===== config.mk =====
export PLATFORM = sky130hd
export DESIGN_NAME = lcd_text_writer_flat
export DESIGN_NICKNAME = d
export VERILOG_FILES = /design/src/rtl/lcd_pkg.sv /design/src/rtl/lcd_text_writer_if.sv /design/src/rtl/lcd_write_strobe.sv /design/src/rtl/lcd_text_writer.sv /design/src/flat_wrapper.sv
export SDC_FILE = /design/constraint.sdc
export NUM_CORES = 1
export LEC_CHECK = 0
export CORE_UTILIZATION = 45
export CTS_CLUSTER_DIAMETER = 200
export DETAILED_ROUTE_END_ITERATION = 10
export GPL_TIMING_DRIVEN = 0
export PLACE_DENSITY = 0.71
export SYNTH_ARGS = -nofsm -noshare
export SYNTH_HDL_FRONTEND = slang
export SYNTH_SLANG_ARGS = --single-unit

===== constraint.sdc =====
create_clock -name clk -period 4.3 [get_ports clk]
set_clock_uncertainty 0.2 [all_clocks]
set_input_delay 0.86 -clock clk [delete_from_list [all_inputs] [get_ports clk]]
set_output_delay 0.86 -clock clk [all_outputs]
set_load 0.03 [all_outputs]

===== src/rtl/lcd_pkg.sv =====
// Shared definitions for the 16x2 character LCD writer.
//  - lcd_state_e : top-level sequencer states
//  - wr_phase_e  : phases of one bus write / timed wait
//  - HD44780 command bytes and the power-up init table
//  - max2        : helper for sizing the shared wait counter
package lcd_pkg;

  typedef enum logic [3:0] {
    ST_PWR_GO,
    ST_PWR_WAIT,
    ST_INIT_GO,
    ST_INIT_WAIT,
    ST_ADDR1_GO,
    ST_ADDR1_WAIT,
    ST_FETCH,
    ST_LATCH,
    ST_CHAR_WAIT,
    ST_ADDR2_GO,
    ST_ADDR2_WAIT,
    ST_REFR_GO,
    ST_REFR_WAIT
  } lcd_state_e;

  typedef enum logic [2:0] {
    PH_IDLE,
    PH_SETUP,
    PH_EHIGH,
    PH_HOLD,
    PH_WAIT
  } wr_phase_e;

  localparam logic [7:0] LCD_FUNC  = 8'h38;
  localparam logic [7:0] LCD_ON    = 8'h0C;
  localparam logic [7:0] LCD_ENTRY = 8'h06;
  localparam logic [7:0] LCD_CLR   = 8'h01;
  localparam logic [7:0] LCD_L1    = 8'h80;
  localparam logic [7:0] LCD_L2    = 8'hC0;

  // Number of commands in the init table; the last one is the clear.
  localparam int INIT_LEN = 4;

  function automatic logic [7:0] init_cmd(input logic [1:0] step);
    case (step)
      2'd0:    init_cmd = LCD_FUNC;
      2'd1:    init_cmd = LCD_ON;
      2'd2:    init_cmd = LCD_ENTRY;
      default: init_cmd = LCD_CLR;
    endcase
  endfunction

  function automatic int max2(input int a, input int b);
    max2 = (a > b) ? a : b;
  endfunction

endpackage


===== src/rtl/lcd_text_writer_if.sv =====
// Signal bundle between the char source, the LCD pins and the writer.
//  index      : cell requested from the char source (0-15 line 1, 16-31 line 2)
//  char_in    : ASCII byte from the source, registered there (valid 1 cycle after index)
//  lcd_e/rs/rw/data : HD44780 8-bit bus, write only
//  frame_done : one-cycle pulse after cell 31 is written
//  init_done  : high once power-up init has completed
//  dbg_state / dbg_phase : sequencer state and write-phase, for observation only
// There is no valid/ready handshake here: the source is a pure registered
// lookup, so the writer simply waits one cycle after moving index before
// latching char_in.
interface lcd_text_writer_if;
  import lcd_pkg::*;

  logic [4:0] index;
  logic [7:0] char_in;
  logic       lcd_e;
  logic       lcd_rs;
  logic       lcd_rw;
  logic [7:0] lcd_data;
  logic       frame_done;
  logic       init_done;
  lcd_state_e dbg_state;
  wr_phase_e  dbg_phase;

  modport master (
    output index, lcd_e, lcd_rs, lcd_rw, lcd_data, frame_done, init_done,
           dbg_state, dbg_phase,
    input  char_in
  );

  modport slave (
    input  index, lcd_e, lcd_rs, lcd_rw, lcd_data, frame_done, init_done,
           dbg_state, dbg_phase,
    output char_in
  );
endinterface


===== src/rtl/lcd_write_strobe.sv =====
// One LCD bus write followed by a timed wait, or a plain timed wait.
//  start    : begin an operation (only honoured in PH_IDLE)
//  delay    : with start, skip the bus write and just run the wait
//  rs_in/byte_in : captured at start, held on lcd_rs/lcd_data until the next write
//  wait_cyc : wait length, read when the wait phase is entered; caller keeps it stable
//  lcd_e/lcd_rs/lcd_data : registered LCD bus outputs
//  done     : one-cycle pulse when the wait has expired
//  phase    : current phase, for observation
// Write timing: SETUP (1 cycle, rs/data valid, E low), E high for E_CYC
// cycles, HOLD (1 cycle, E low, data held), then WAIT for wait_cyc cycles.
// The same counter times the E pulse and the wait.
module lcd_write_strobe
  import lcd_pkg::*;
#(
  parameter int CNT_W = 20,
  parameter int E_CYC = 25
) (
  input  logic             clk,
  input  logic             rst,
  input  logic             start,
  input  logic             delay,
  input  logic             rs_in,
  input  logic [7:0]       byte_in,
  input  logic [CNT_W-1:0] wait_cyc,
  output logic             lcd_e,
  output logic             lcd_rs,
  output logic [7:0]       lcd_data,
  output logic             done,
  output wr_phase_e        phase
);

  wr_phase_e        phase_n;
  logic [CNT_W-1:0] cnt, cnt_n;
  logic             e_n, rs_n, done_n;
  logic [7:0]       data_n;

  always_ff @(posedge clk) begin
    if (rst) begin
      phase    <= PH_IDLE;
      cnt      <= '0;
      lcd_e    <= 1'b0;
      lcd_rs   <= 1'b0;
      lcd_data <= 8'h00;
      done     <= 1'b0;
    end else begin
      phase    <= phase_n;
      cnt      <= cnt_n;
      lcd_e    <= e_n;
      lcd_rs   <= rs_n;
      lcd_data <= data_n;
      done     <= done_n;
    end
  end

  always_comb begin
    phase_n = phase;
    cnt_n   = cnt;
    e_n     = 1'b0;
    rs_n    = lcd_rs;
    data_n  = lcd_data;
    done_n  = 1'b0;
    case (phase)
      PH_IDLE: begin
        if (start) begin
          if (delay) begin
            phase_n = PH_WAIT;
            cnt_n   = wait_cyc - CNT_W'(1);
          end else begin
            phase_n = PH_SETUP;
            rs_n    = rs_in;
            data_n  = byte_in;
          end
        end
      end
      PH_SETUP: begin
        phase_n = PH_EHIGH;
        cnt_n   = CNT_W'(E_CYC - 1);
        e_n     = 1'b1;
      end
      PH_EHIGH: begin
        if (cnt == '0) begin
          phase_n = PH_HOLD;
        end else begin
          cnt_n = cnt - CNT_W'(1);
          e_n   = 1'b1;
        end
      end
      PH_HOLD: begin
        phase_n = PH_WAIT;
        cnt_n   = wait_cyc - CNT_W'(1);
      end
      PH_WAIT: begin
        if (cnt == '0) begin
          phase_n = PH_IDLE;
          done_n  = 1'b1;
        end else begin
          cnt_n = cnt - CNT_W'(1);
        end
      end
      default: phase_n = PH_IDLE;
    endcase
  end

endmodule


===== src/rtl/lcd_text_writer.sv =====
// Writes a 32-cell character buffer to a 16x2 HD44780 LCD in 8-bit mode.
//  clk, rst : system clock, synchronous active-high reset
//  bus      : lcd_text_writer_if.master (index/char_in to the char source,
//             LCD pins, frame_done, init_done, debug state)
// Flow: power-up wait, four init commands, then forever: 0x80, cells 0-15,
// 0xC0, cells 16-31, frame_done pulse, refresh gap. All bus timing lives in
// lcd_write_strobe; this module only chooses what to send and for how long
// to wait afterwards.
module lcd_text_writer
  import lcd_pkg::*;
#(
  parameter int PWR_CYC  = 750000,
  parameter int E_CYC    = 25,
  parameter int CMD_CYC  = 2500,
  parameter int CLR_CYC  = 100000,
  parameter int REFR_CYC = 500000
) (
  input  logic clk,
  input  logic rst,
  lcd_text_writer_if.master bus
);

  localparam int MAX_CYC = max2(max2(PWR_CYC, CLR_CYC), max2(REFR_CYC, max2(CMD_CYC, E_CYC)));
  localparam int CNT_W   = $clog2(MAX_CYC + 1);

  lcd_state_e       state, state_n;
  logic [4:0]       index, index_n;
  logic [1:0]       init_step, step_n;
  logic             init_done, init_done_n;
  logic             frame_done, frame_done_n;

  logic             wr_start, wr_delay, wr_rs, wr_done;
  logic [7:0]       wr_byte;
  logic [CNT_W-1:0] wait_cyc;

  always_ff @(posedge clk) begin
    if (rst) begin
      state      <= ST_PWR_GO;
      index      <= 5'd0;
      init_step  <= 2'd0;
      init_done  <= 1'b0;
      frame_done <= 1'b0;
    end else begin
      state      <= state_n;
      index      <= index_n;
      init_step  <= step_n;
      init_done  <= init_done_n;
      frame_done <= frame_done_n;
    end
  end

  // Wait length depends only on the state, which is stable for the whole
  // operation, so the strobe can sample it whenever its wait begins.
  always_comb begin
    wait_cyc = CNT_W'(CMD_CYC);
    if (state == ST_PWR_GO || state == ST_PWR_WAIT)
      wait_cyc = CNT_W'(PWR_CYC);
    else if (state == ST_REFR_GO || state == ST_REFR_WAIT)
      wait_cyc = CNT_W'(REFR_CYC);
    else if ((state == ST_INIT_GO || state == ST_INIT_WAIT) &&
             init_step == 2'(INIT_LEN - 1))
      wait_cyc = CNT_W'(CLR_CYC);
  end

  always_comb begin
    state_n      = state;
    index_n      = index;
    step_n       = init_step;
    init_done_n  = init_done;
    frame_done_n = 1'b0;
    wr_start     = 1'b0;
    wr_delay     = 1'b0;
    wr_rs        = 1'b0;
    wr_byte      = 8'h00;
    case (state)
      ST_PWR_GO: begin
        wr_start = 1'b1;
        wr_delay = 1'b1;
        state_n  = ST_PWR_WAIT;
      end
      ST_PWR_WAIT: begin
        if (wr_done) begin
          step_n  = 2'd0;
          state_n = ST_INIT_GO;
        end
      end
      ST_INIT_GO: begin
        wr_start = 1'b1;
        wr_byte  = init_cmd(init_step);
        state_n  = ST_INIT_WAIT;
      end
      ST_INIT_WAIT: begin
        if (wr_done) begin
          if (init_step == 2'(INIT_LEN - 1)) begin
            init_done_n = 1'b1;
            state_n     = ST_ADDR1_GO;
          end else begin
            step_n  = init_step + 2'd1;
            state_n = ST_INIT_GO;
          end
        end
      end
      ST_ADDR1_GO: begin
        wr_start = 1'b1;
        wr_byte  = LCD_L1;
        state_n  = ST_ADDR1_WAIT;
      end
      ST_ADDR1_WAIT: if (wr_done) state_n = ST_FETCH;
      // index has been on the bus since it last changed; this cycle lets
      // the source's registered output catch up before it is latched.
      ST_FETCH: state_n = ST_LATCH;
      ST_LATCH: begin
        wr_start = 1'b1;
        wr_rs    = 1'b1;
        wr_byte  = bus.char_in;
        state_n  = ST_CHAR_WAIT;
      end
      ST_CHAR_WAIT: begin
        if (wr_done) begin
          if (index == 5'd31) begin
            frame_done_n = 1'b1;
            state_n      = ST_REFR_GO;
          end else if (index == 5'd15) begin
            index_n = 5'd16;
            state_n = ST_ADDR2_GO;
          end else begin
            index_n = index + 5'd1;
            state_n = ST_FETCH;
          end
        end
      end
      ST_ADDR2_GO: begin
        wr_start = 1'b1;
        wr_byte  = LCD_L2;
        state_n  = ST_ADDR2_WAIT;
      end
      ST_ADDR2_WAIT: if (wr_done) state_n = ST_FETCH;
      ST_REFR_GO: begin
        wr_start = 1'b1;
        wr_delay = 1'b1;
        state_n  = ST_REFR_WAIT;
      end
      ST_REFR_WAIT: begin
        if (wr_done) begin
          index_n = 5'd0;
          state_n = ST_ADDR1_GO;
        end
      end
      default: state_n = ST_PWR_GO;
    endcase
  end

  lcd_write_strobe #(
    .CNT_W (CNT_W),
    .E_CYC (E_CYC)
  ) u_strobe (
    .clk      (clk),
    .rst      (rst),
    .start    (wr_start),
    .delay    (wr_delay),
    .rs_in    (wr_rs),
    .byte_in  (wr_byte),
    .wait_cyc (wait_cyc),
    .lcd_e    (bus.lcd_e),
    .lcd_rs   (bus.lcd_rs),
    .lcd_data (bus.lcd_data),
    .done     (wr_done),
    .phase    (bus.dbg_phase)
  );

  assign bus.index      = index;
  assign bus.init_done  = init_done;
  assign bus.frame_done = frame_done;
  assign bus.lcd_rw     = 1'b0;
  assign bus.dbg_state  = state;

endmodule


===== src/flat_wrapper.sv =====
// flat-port wrapper written by rule: the top's interface ports become plain ports
module lcd_text_writer_flat import lcd_pkg::*;
#(
  parameter int PWR_CYC  = 750000,
  parameter int E_CYC    = 25,
  parameter int CMD_CYC  = 2500,
  parameter int CLR_CYC  = 100000,
  parameter int REFR_CYC = 500000
)
  (clk, rst, bus_index, bus_lcd_e, bus_lcd_rs, bus_lcd_rw, bus_lcd_data, bus_frame_done, bus_init_done, bus_dbg_state, bus_dbg_phase, bus_char_in);
  lcd_text_writer_if bus_i ();
  input  logic clk;
  input  logic rst;
  output wire logic [$bits(bus_i.index)-1:0] bus_index;
  output wire logic [$bits(bus_i.lcd_e)-1:0] bus_lcd_e;
  output wire logic [$bits(bus_i.lcd_rs)-1:0] bus_lcd_rs;
  output wire logic [$bits(bus_i.lcd_rw)-1:0] bus_lcd_rw;
  output wire logic [$bits(bus_i.lcd_data)-1:0] bus_lcd_data;
  output wire logic [$bits(bus_i.frame_done)-1:0] bus_frame_done;
  output wire logic [$bits(bus_i.init_done)-1:0] bus_init_done;
  output wire logic [$bits(bus_i.dbg_state)-1:0] bus_dbg_state;
  output wire logic [$bits(bus_i.dbg_phase)-1:0] bus_dbg_phase;
  input wire logic [$bits(bus_i.char_in)-1:0] bus_char_in;
  assign bus_index = bus_i.index;
  assign bus_lcd_e = bus_i.lcd_e;
  assign bus_lcd_rs = bus_i.lcd_rs;
  assign bus_lcd_rw = bus_i.lcd_rw;
  assign bus_lcd_data = bus_i.lcd_data;
  assign bus_frame_done = bus_i.frame_done;
  assign bus_init_done = bus_i.init_done;
  assign bus_dbg_state = bus_i.dbg_state;
  assign bus_dbg_phase = bus_i.dbg_phase;
  assign bus_i.char_in = bus_char_in;
  lcd_text_writer #(.PWR_CYC(PWR_CYC), .E_CYC(E_CYC), .CMD_CYC(CMD_CYC), .CLR_CYC(CLR_CYC), .REFR_CYC(REFR_CYC)) u_core (.clk(clk), .rst(rst), .bus(bus_i));
endmodule

**Run 1: met3 routing**

Drawn at 3 px/um.
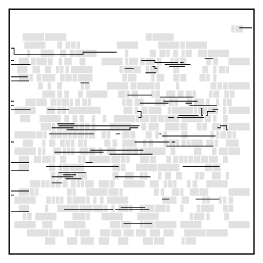
The layer holds 6.6% of the routed length. The longest straight run is 26.7 um. The layer carries 525 um of wire. 54 nets have wire on it.

**Run 1: register map, names as in the netlist**

Drawn at 3 px/um.
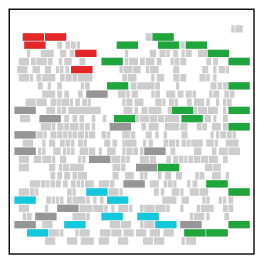
Key: u_core.u_strobe.cnt = green [sequential cells 20]; u_core.bus.index = red [sequential cells 5, where top left]; u_core.u_strobe.lcd_data = cyan [sequential cells 8]

**Run 1: routed metal, one colour a layer**

Drawn at 3 px/um.
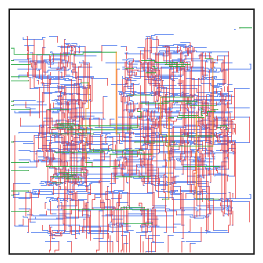
Key: metal 1 = blue [wire length 3,530 um]; metal 4 = orange [wire length 155 um]; metal 3 = green [wire length 525 um]; metal 2 = red [wire length 3,790 um]

==> results.cfg, run 1 <==
; synthesis and place-and-route metrics
[status]
status = completed

[grt]
grt_pass1_wl_um = 12800
track_usage_pct = 25.7
grt_pass1_vias = 2691
met3_usage_pct = 4.38
grt_max_degree = 15
grt_busiest_layer = met2
antenna_found_initial = 0
use_met1_pct = 32.9
met2_usage_pct = 42.9

[clocking]
clkTransAtPathRegs_ns = 0.09
cts_root_buf = clkbuf_8
h-tree-depth = 2
post_cts_resized = 0
cts_hold_buf = 0
numCtsBuffers = 5
cts.sinks = 47
post_cts_buffers = 0
insertion_delay_ns = 0.31

[die]
io_pins = 35
die-height_um = 81.1
core_area_mm2 = 0.00599
num_rows = 28
die_area_mm2 = 0.00657
die_x_um = 81.1
fp_util_pct = 47.0

[route]
firstDrtPassIters = 7
avgViaCountPerCell = 6.08
via_count = 2992
wirelength_um = 8010
routedWlPerCell_um = 16.3
wl_met3_um = 524
met2_length_um = 3790
ant_nets = 0
routed.top_layer = met4
wl_met1_um = 3530
drt_iter0_markers = 234

[power]
p_leak_nw = 1.23
ir_worst_vdd_uv = 264

[place]
dpl.hpwl_um = 5770
routabilityCongestion = 0.911
io_buffers = 32

[sta]
tns_ns = 0
fin_worst_hold_slack_ns = 0.272
post-route-period-util_pct = 94.1
max_freq_mhz = 247
tightest_slew_ns = 1.03
hold_viol_final = 0
grt_setup_unrepaired = false
period_needed_ns = 4.04
finalSetupViolCount = 0

[setup_path]
path_max_fanout = 10
rr_startpoint = u_core.u_strobe.phase[1]$_SDFFE_PP0P_
r2r_cells = 13
ff2ff_setup_slack_ns = 0.26
critPathArrivalTime_ns = 4.05
cp-start-kind = flip-flop
cp-end-kind = flip-flop
worstSetupEndpoint = u_core.u_strobe.cnt[18]$_SDFFE_PP0P_

[synthesis]
synth.distinct_cells = 55
avgSynthCellArea_um2 = 7.46
syn-instance-count = 377
syn_nets = 395
ys_cells = 377
edf_count = 0
async_flop_share_pct = 0
syn_area_mm2 = 0.00281
yosysSeqAreaShare_pct = 33.4
numSynthFlops = 47
ys_warn_count = 0

[cells_and_area]
drive_gt1_share_pct = 5.52
most-common-layout-cells = nor2_1 (54), dfxtp_1 (47), nand2_1 (34), clkdlybuf4s50_1 (32), a21oi_1 (30)
final_nets = 434
antenna_cells = 0
layout_top_cell = nor2_1

[hold_path]
hp-start = u_core.u_strobe.lcd_data[7]$_SDFFE_PP0P_
whs_path_depth = 2
hold_class = flip-flop to flip-flop
min_to = u_core.u_strobe.lcd_data[7]$_SDFFE_PP0P_

[run]
warnings = 30
maxCapViolations = 0
[run 1: sequential cells by signal, summed over array words and instances, names as in the netlist]
name and flops:
u_core.u_strobe.done 1, u_core.init_step 2, u_core.u_strobe.cnt 20, u_core.bus.index 5, u_core.u_strobe.phase 3, u_core.bus.init_done 1, u_core.u_strobe.lcd_data 8, u_core.bus.frame_done 1
u_core.bus.dbg_state 4, u_core.u_strobe.lcd_e 1, u_core.u_strobe.lcd_rs 1
[run 1: per-stage QoR]
step | std cells | area, um^2 | total power [mW] | worst slack [ns] | util (%)
2_1_floorplan | 377 | 2810 | 1.05 | 0.628 | -
3_3_place_gp | 484 | 3230 | 1.20 | 0.310 | 53.9
3_5_place_dp | 484 | 3230 | 1.21 | 0.296 | 53.9
4_1_cts | 492 | 3350 | 1.55 | 0.254 | 55.8
5_1_grt | 492 | 3350 | 1.66 | 0.0692 | 55.8
6_report | 492 | 3350 | 1.56 | 0.256 | 55.8
[run 1: cells in the mapped netlist (3+ instances only)]
| library cell | instances | area share, % |
|---|---|---|
| clkbuf_1 | 16 | 2.1 |
| nor2b_1 | 3 | 0.67 |
| nor4_1 | 6 | 1.3 |
| nand4b_1 | 3 | 0.93 |
| o22ai_1 | 6 | 1.3 |
| o21ai_0 | 25 | 4.4 |
| and2_1 | 4 | 0.89 |
| nand2_1 | 34 | 4.5 |
| nand4_1 | 4 | 0.89 |
| xor2_1 | 4 | 1.2 |
| a222oi_1 | 6 | 2.1 |
| nor3_1 | 16 | 2.8 |
| a21oi_1 | 30 | 5.3 |
| a22o_1 | 5 | 1.6 |
| ha_1 | 8 | 3.6 |
| nand3_1 | 15 | 2.7 |
| or2_2 | 3 | 0.67 |
| nor2_1 | 54 | 7.2 |
| or4_1 | 3 | 0.80 |
| nor3b_1 | 5 | 1.3 |
| nand2b_1 | 7 | 1.6 |
| or3_1 | 4 | 0.89 |
| mux2i_1 | 3 | 1.1 |
| a31oi_1 | 10 | 2.2 |
| buf_2 | 3 | 0.53 |
| dfxtp_1 | 47 | 33 |
| inv_1 | 12 | 1.6 |
[run 1: layout make-up]
cell class              instances  area (um^2)
fillers                       577         2650
well taps                      75         93.8
plain buffers                  23         97.6
clock inverters                 2         35.0
clock buffers                   6         82.6
inverters                      12         45.0
repair buffers                 32          320
multi-input cells             295         1730
flip-flops and latches         47          941
[run 1: logic make-up after synthesis]
group | count (synthesis) | share of synthesized area [%]
AOI/OAI and AO/OA | 107 | 24.5
xor gates and xnor gates | 4 | 1.24
and+or+nand+nor | 172 | 31.0
adders and majority gates | 8 | 3.56
buffers and inverters | 35 | 5.07
DFF | 47 | 33.4
muxes | 3 | 1.07
other | 1 | 0.133
[run 1: report_power, final]
group	switching [mW]	leakage (nW)	internal, mW
sequential	0.0880	0.384	0.503
combinational	0.382	0.784	0.242
clock	0.160	0.0612	0.188
[run 1: critical path, stage by stage (launching register included)]
cell,delay (ns)
dfxtp_1,0.35
clkbuf_1,0.29
xor2_1,0.13
and2_1,0.21
clkbuf_1,0.23
buf_1,0.33
nand2_1,0.18
ha_1,0.31
or3b_2,0.52
or4_4,0.49
nor3_4,0.16
nand2_1,0.09
a31o_1,0.22
a22o_1,0.22
**Run 1: clock wires, drivers and flops**

Drawn at 4 px/um.
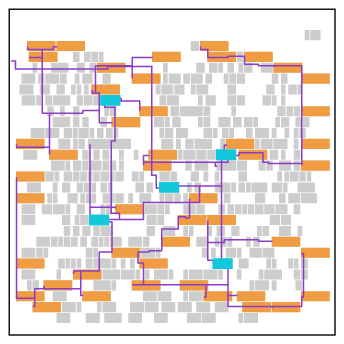

## Run 2: what changed since run 1
- clock period: 4.3 -> 4.11 ns (I/O delays scaled with it)
**Run 2: clock wires, drivers and flops**

Drawn at 4 px/um.
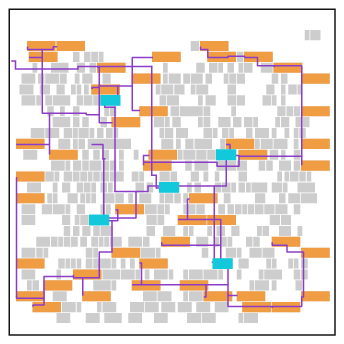
Key: clock drivers = cyan [count 5]; clock wires = purple [length 642 um]; flip-flops = orange [count 47]
Position of the flops: spread over the die. There are 6 routed clock nets.

**Run 2: routed metal, one colour a layer**

Drawn at 3 px/um.
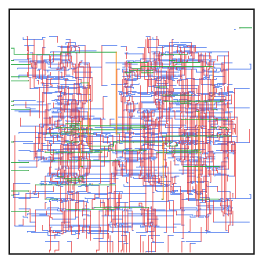
Key: metal 2 = red [wire length 3,820 um]; metal 4 = orange [wire length 126 um]; metal 3 = green [wire length 543 um]; metal 1 = blue [wire length 3,530 um]

==> run 2 against run 1 <==
Setup slack worse by 0.053 ns. Die area stayed put. Cell count is 0.20% lower. Largest cell class unchanged. Critical endpoint unchanged. Clock power is 3% higher. Sequential power is 5.2% higher. First-iteration DRC count is 10% higher. Non-clock buffer count is 1 lower. Global-route usage stayed put.
==> results.cfg, run 2 <==
; synthesis and place-and-route metrics
[cells_and_area]
utilization_pct = 55.8
top_register = u_core.u_strobe.cnt
fillCellCount = 575
antenna_cells = 0
drive_gt1_share_pct = 5.77
final_nets = 433
stdcell_count = 491
largest_reg_flops = 20
largestRegisters = u_core.u_strobe.cnt: 20 flops, u_core.u_strobe.lcd_data: 8 flops, u_core.bus.index: 5 flops
layout_top_cell = nor2_1
most-common-layout-cells = nor2_1 (54), dfxtp_1 (47), nand2_1 (34), clkdlybuf4s50_1 (32), a21oi_1 (30)

[synthesis]
ys_warn_count = 0
top_area_share_pct = 33.4
ys_cells = 377
avgSynthCellArea_um2 = 7.46
area_leaders = dfxtp_1 (33%), nor2_1 (7.2%), a21oi_1 (5.3%), nand2_1 (4.5%), o21ai_0 (4.4%)
syn-instance-count = 377
syn_area_mm2 = 0.00281
synth_top_cell_by_count = nor2_1
synth.distinct_cells = 55
syn_nets = 395
yosys.area.top_type = dfxtp_1
async_flop_share_pct = 0

[die]
core_area_mm2 = 0.00599
num_rows = 28
io_pins = 35
fp_util_pct = 47.0
die-height_um = 81.1
die_x_um = 81.1
die_area_mm2 = 0.00657

[place]
routabilityCongestion = 0.911
dp_cells = 484

[sta]
hold_viol_final = 0
tns_ns = 0
grt_setup_unrepaired = false
slew_headroom_pct = 27.5
period_needed_ns = 3.91
post-route-period-util_pct = 95.1
max_freq_mhz = 256
tightest_slew_ns = 1.08

[clocking]
insertion_delay_ns = 0.31
h-tree-depth = 2
post_cts_buffers = 0
clkTransAtPathRegs_ns = 0.09
numCtsBuffers = 5
cts_root_buf = clkbuf_8
cts.sinks = 47

[grt]
track_usage_pct = 25.7
grt_max_degree = 15
grt_pass1_vias = 2691
grt_pass1_wl_um = 12800

[setup_path]
worstSetupEndpoint = u_core.u_strobe.cnt[18]$_SDFFE_PP0P_
critPathArrivalTime_ns = 3.91
rr_startpoint = u_core.u_strobe.phase[2]$_SDFFE_PP0P_
cp-end-kind = flip-flop
r2r_cells = 13
path_max_fanout = 10
cp-start-kind = flip-flop
ff2ff_setup_slack_ns = 0.20

[route]
drc_errors = 0
ant_nets = 0
wirelength_um = 8020
via_count = 2971
avgViaCountPerCell = 6.05
drt_iter0_markers = 258

[hold_path]
hold_class = flip-flop to flip-flop

[status]
status = completed

[power]
p_leak_nw = 1.23
ir_worst_vdd_uv = 274

[run]
warnings = 30
run 2: cell counts after synthesis:
No cell type changed its count.
run 2: how the worst min path moves through the flow:
stage / startpoint / to / slack, ns / depth (start not counted)
after floorplan: u_core.u_strobe.cnt[19]$_SDFFE_PP0P_ / u_core.u_strobe.cnt[19]$_SDFFE_PP0P_ / 0.23 / 2
after global placement: u_core.u_strobe.lcd_data[7]$_SDFFE_PP0P_ / u_core.u_strobe.lcd_data[7]$_SDFFE_PP0P_ / 0.25 / 2
after detailed placement: u_core.u_strobe.lcd_data[7]$_SDFFE_PP0P_ / u_core.u_strobe.lcd_data[7]$_SDFFE_PP0P_ / 0.25 / 2
after CTS: u_core.u_strobe.lcd_data[7]$_SDFFE_PP0P_ / u_core.u_strobe.lcd_data[7]$_SDFFE_PP0P_ / 0.27 / 2
after global routing: u_core.u_strobe.lcd_data[7]$_SDFFE_PP0P_ / u_core.u_strobe.lcd_data[7]$_SDFFE_PP0P_ / 0.30 / 2
final: u_core.u_strobe.lcd_data[7]$_SDFFE_PP0P_ / u_core.u_strobe.lcd_data[7]$_SDFFE_PP0P_ / 0.27 / 2
run 2: cells by family after synthesis:
logic type	synth area share, %
simple gates	31.0
compound gates	24.5
flops	33.4
other cells	0.133
mux	1.07
fa+ha+maj	3.56
xor+xnor	1.24
buf+inv	5.07
run 2: critical path: stages (launching register included):
cell and delay [ns]:
dfxtp_1 0.39, buf_2 0.23, xor2_1 0.10, and2_1 0.21
clkbuf_1 0.24, clkbuf_2 0.29, nand2_1 0.14, ha_1 0.30
or3b_2 0.52, or4_4 0.49, nor3_4 0.16, nand2_1 0.09
a31o_1 0.22, a22o_1 0.22
run 2: what timing repair did:
action,CTS,global route
hold buffers,0,0
setup endpoints to repair,0,1
resized,0,1
run 2: final cells by class:
type	count	area, um^2	area share (%)
well taps	75	93.8	2.81
repair buffers	32	320	9.58
multi-input cells	295	1730	51.8
clock inverters	2	35.0	1.05
inverters	12	45.0	1.35
clock buffers	6	82.6	2.47
flip-flops and latches	47	941	28.1
plain buffers	22	95.1	2.84
run 2: stage by stage:
stage / hold slack, ns / setup WS, ns / instance area, um^2
final: 0.272 / 0.203 / 3340
after global routing: 0.300 / 0.0334 / 3340
after CTS: 0.267 / 0.0635 / 3350
after detailed placement: 0.250 / 0.106 / 3230
after global placement: 0.246 / 0.120 / 3230
after floorplan: 0.234 / 0.438 / 2810
run 2: where the power goes:
| part | total, mW | internal, mW | switching (mW) |
|---|---|---|---|
| logic | 0.651 | 0.253 | 0.398 |
| clock network | 0.361 | 0.197 | 0.164 |
| registers | 0.622 | 0.526 | 0.0959 |
run 2: metal layers:
layer	routed length (um)	GRT usage [%]	up-vias	part of all wire, %
li1	-	-	1451	-
met1	3530	32.9	1396	44
met2	3820	42.9	112	48
met3	542	4.38	12	6.8
met4	125	9.64	0	1.6
met5	0	0	-	0
**Run 2: register map, names as in the netlist**

Drawn at 3 px/um.
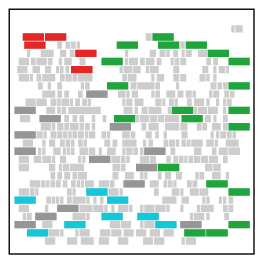

## Run 3: what changed since run 2
- clock period: 4.11 -> 4.51 ns (I/O delays scaled with it)
**Run 3: register map, names as in the netlist**

Drawn at 3 px/um.
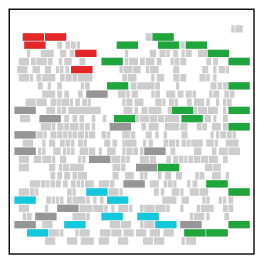
Key: u_core.bus.index = red [sequential cells 5, where top left]; u_core.u_strobe.cnt = green [sequential cells 20]; u_core.u_strobe.lcd_data = cyan [sequential cells 8]

==> run 3 against run 2 <==
Wire length fell by 0.14%. Via count increased by 0.71%. Register-to-register slack better by 0.26 ns. Fmax is 3.4% lower. Critical path depth is the same. Total power down 8.8%. Die area is the same. Critical path type unchanged. Largest power group unchanged.
==> results.cfg, run 3 <==
; synthesis and place-and-route metrics
[cells_and_area]
final_nets = 434
most-common-layout-cells = nor2_1 (54), dfxtp_1 (47), nand2_1 (34), clkdlybuf4s50_1 (32), a21oi_1 (30)
largestRegisters = u_core.u_strobe.cnt: 20 flops, u_core.u_strobe.lcd_data: 8 flops, u_core.bus.index: 5 flops
antenna_cells = 0
drive_gt1_share_pct = 5.52
largest_reg_flops = 20
stdcell_count = 492
layout_top_cell = nor2_1
utilization_pct = 55.8

[clocking]
cts_root_buf = clkbuf_8
cts.sinks = 47
numCtsBuffers = 5
post_cts_resized = 0
clkTransAtPathRegs_ns = 0.09
h-tree-depth = 2
post_cts_buffers = 0
cts_hold_buf = 0
insertion_delay_ns = 0.31

[setup_path]
critPathArrivalTime_ns = 4.05
rr_startpoint = u_core.u_strobe.phase[1]$_SDFFE_PP0P_
path_max_fanout = 10
cp-end-kind = flip-flop

[synthesis]
syn_area_mm2 = 0.00281
synth.distinct_cells = 55
yosys.area.top_type = dfxtp_1
avgSynthCellArea_um2 = 7.46
syn_nets = 395
ys_cells = 377
synth_top_cell_by_count = nor2_1
area_leaders = dfxtp_1 (33%), nor2_1 (7.2%), a21oi_1 (5.3%), nand2_1 (4.5%), o21ai_0 (4.4%)
ys_warn_count = 0
top_area_share_pct = 33.4
syn-instance-count = 377

[route]
wirelength_um = 8010
avgViaCountPerCell = 6.08
drt_iter0_markers = 234
drc_errors = 0
firstDrtPassIters = 7
ant_nets = 0

[place]
dp_cells = 484
routabilityCongestion = 0.911

[die]
die_area_mm2 = 0.00657
num_rows = 28
io_pins = 35
die-height_um = 81.1
fp_util_pct = 47.0

[power]
p_leak_nw = 1.23
ir_worst_vdd_uv = 252

[hold_path]
hold_class = flip-flop to flip-flop

[sta]
post-route-period-util_pct = 89.7
max_freq_mhz = 247
tightest_slew_ns = 1.03
tns_ns = 0
period_needed_ns = 4.04
grt_setup_unrepaired = false

[status]
status = completed

[grt]
track_usage_pct = 25.7
grt_max_degree = 15
grt.overflow.total = 0
grt_pass1_wl_um = 12800
grt_pass1_vias = 2691

[run]
warnings = 30
**Run 3: routed metal, one colour a layer**

Drawn at 3 px/um.
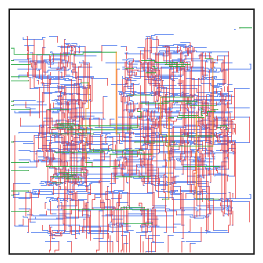
Key: metal 3 = green [wire length 525 um]; metal 1 = blue [wire length 3,530 um]; metal 4 = orange [wire length 155 um]; metal 2 = red [wire length 3,790 um]

run 3: cell counts after synthesis:
Identical to the previous run, type by type.
run 3: final cells by class:
cell class,count,area [um^2]
timing repair buffer,32,320
clock buffer,6,82.6
clock inverter,2,35.0
buffer,23,97.6
sequential,47,941
multi-input combinational,295,1730
fill,577,2650
inverter,12,45.0
tap,75,93.8
run 3: layer usage:
metal / routed length [um] / global-route usage, %
met1: 3530 / 32.9
met2: 3790 / 42.9
met3: 524 / 4.38
met4: 155 / 9.64
met5: 0 / 0
run 3: critical path: stages, from the launching register on:
cell,delay (ns)
dfxtp_1,0.35
clkbuf_1,0.29
xor2_1,0.13
and2_1,0.21
clkbuf_1,0.23
buf_1,0.33
nand2_1,0.18
ha_1,0.31
or3b_2,0.52
or4_4,0.49
nor3_4,0.16
nand2_1,0.09
a31o_1,0.22
a22o_1,0.22
run 3: final timing paths:
check	to	slack [ns]	cells past startpoint
hold / removal	u_core.u_strobe.lcd_data[7]$_SDFFE_PP0P_	0.27	2
setup / recovery	u_core.u_strobe.cnt[18]$_SDFFE_PP0P_	0.47	13
hold reg to reg	u_core.u_strobe.lcd_data[7]$_SDFFE_PP0P_	0.27	2
setup reg to reg	u_core.u_strobe.cnt[18]$_SDFFE_PP0P_	0.47	13
run 3: kinds of logic after synthesis:
logic type | Yosys count | synth area share (%)
XOR/XNOR | 4 | 1.24
adder cells (fa/ha/maj) | 8 | 3.56
flip-flops | 47 | 33.4
AND-OR/OR-AND | 107 | 24.5
AND/OR/NAND/NOR | 172 | 31.0
other | 1 | 0.133
buffers and inverters | 35 | 5.07
multiplexers | 3 | 1.07
run 3: where the power goes:
part	switching, mW	internal, mW	leakage [nW]
Clock	0.153	0.180	0.0612
Sequential	0.0839	0.479	0.384
Combinational	0.364	0.230	0.784
Total	0.601	0.889	1.23
run 3: through the flow:
stage	instance area (um^2)	setup WS [ns]	hold WS (ns)	total power, mW
3_3_place_gp	3230	0.520	0.246	1.14
2_1_floorplan	2810	0.838	0.234	0.996
6_report	3350	0.466	0.272	1.49
4_1_cts	3350	0.464	0.267	1.48
5_1_grt	3350	0.279	0.300	1.58
3_5_place_dp	3230	0.506	0.250	1.15
No activity file was given, so power comes from the tool's default toggle rates.
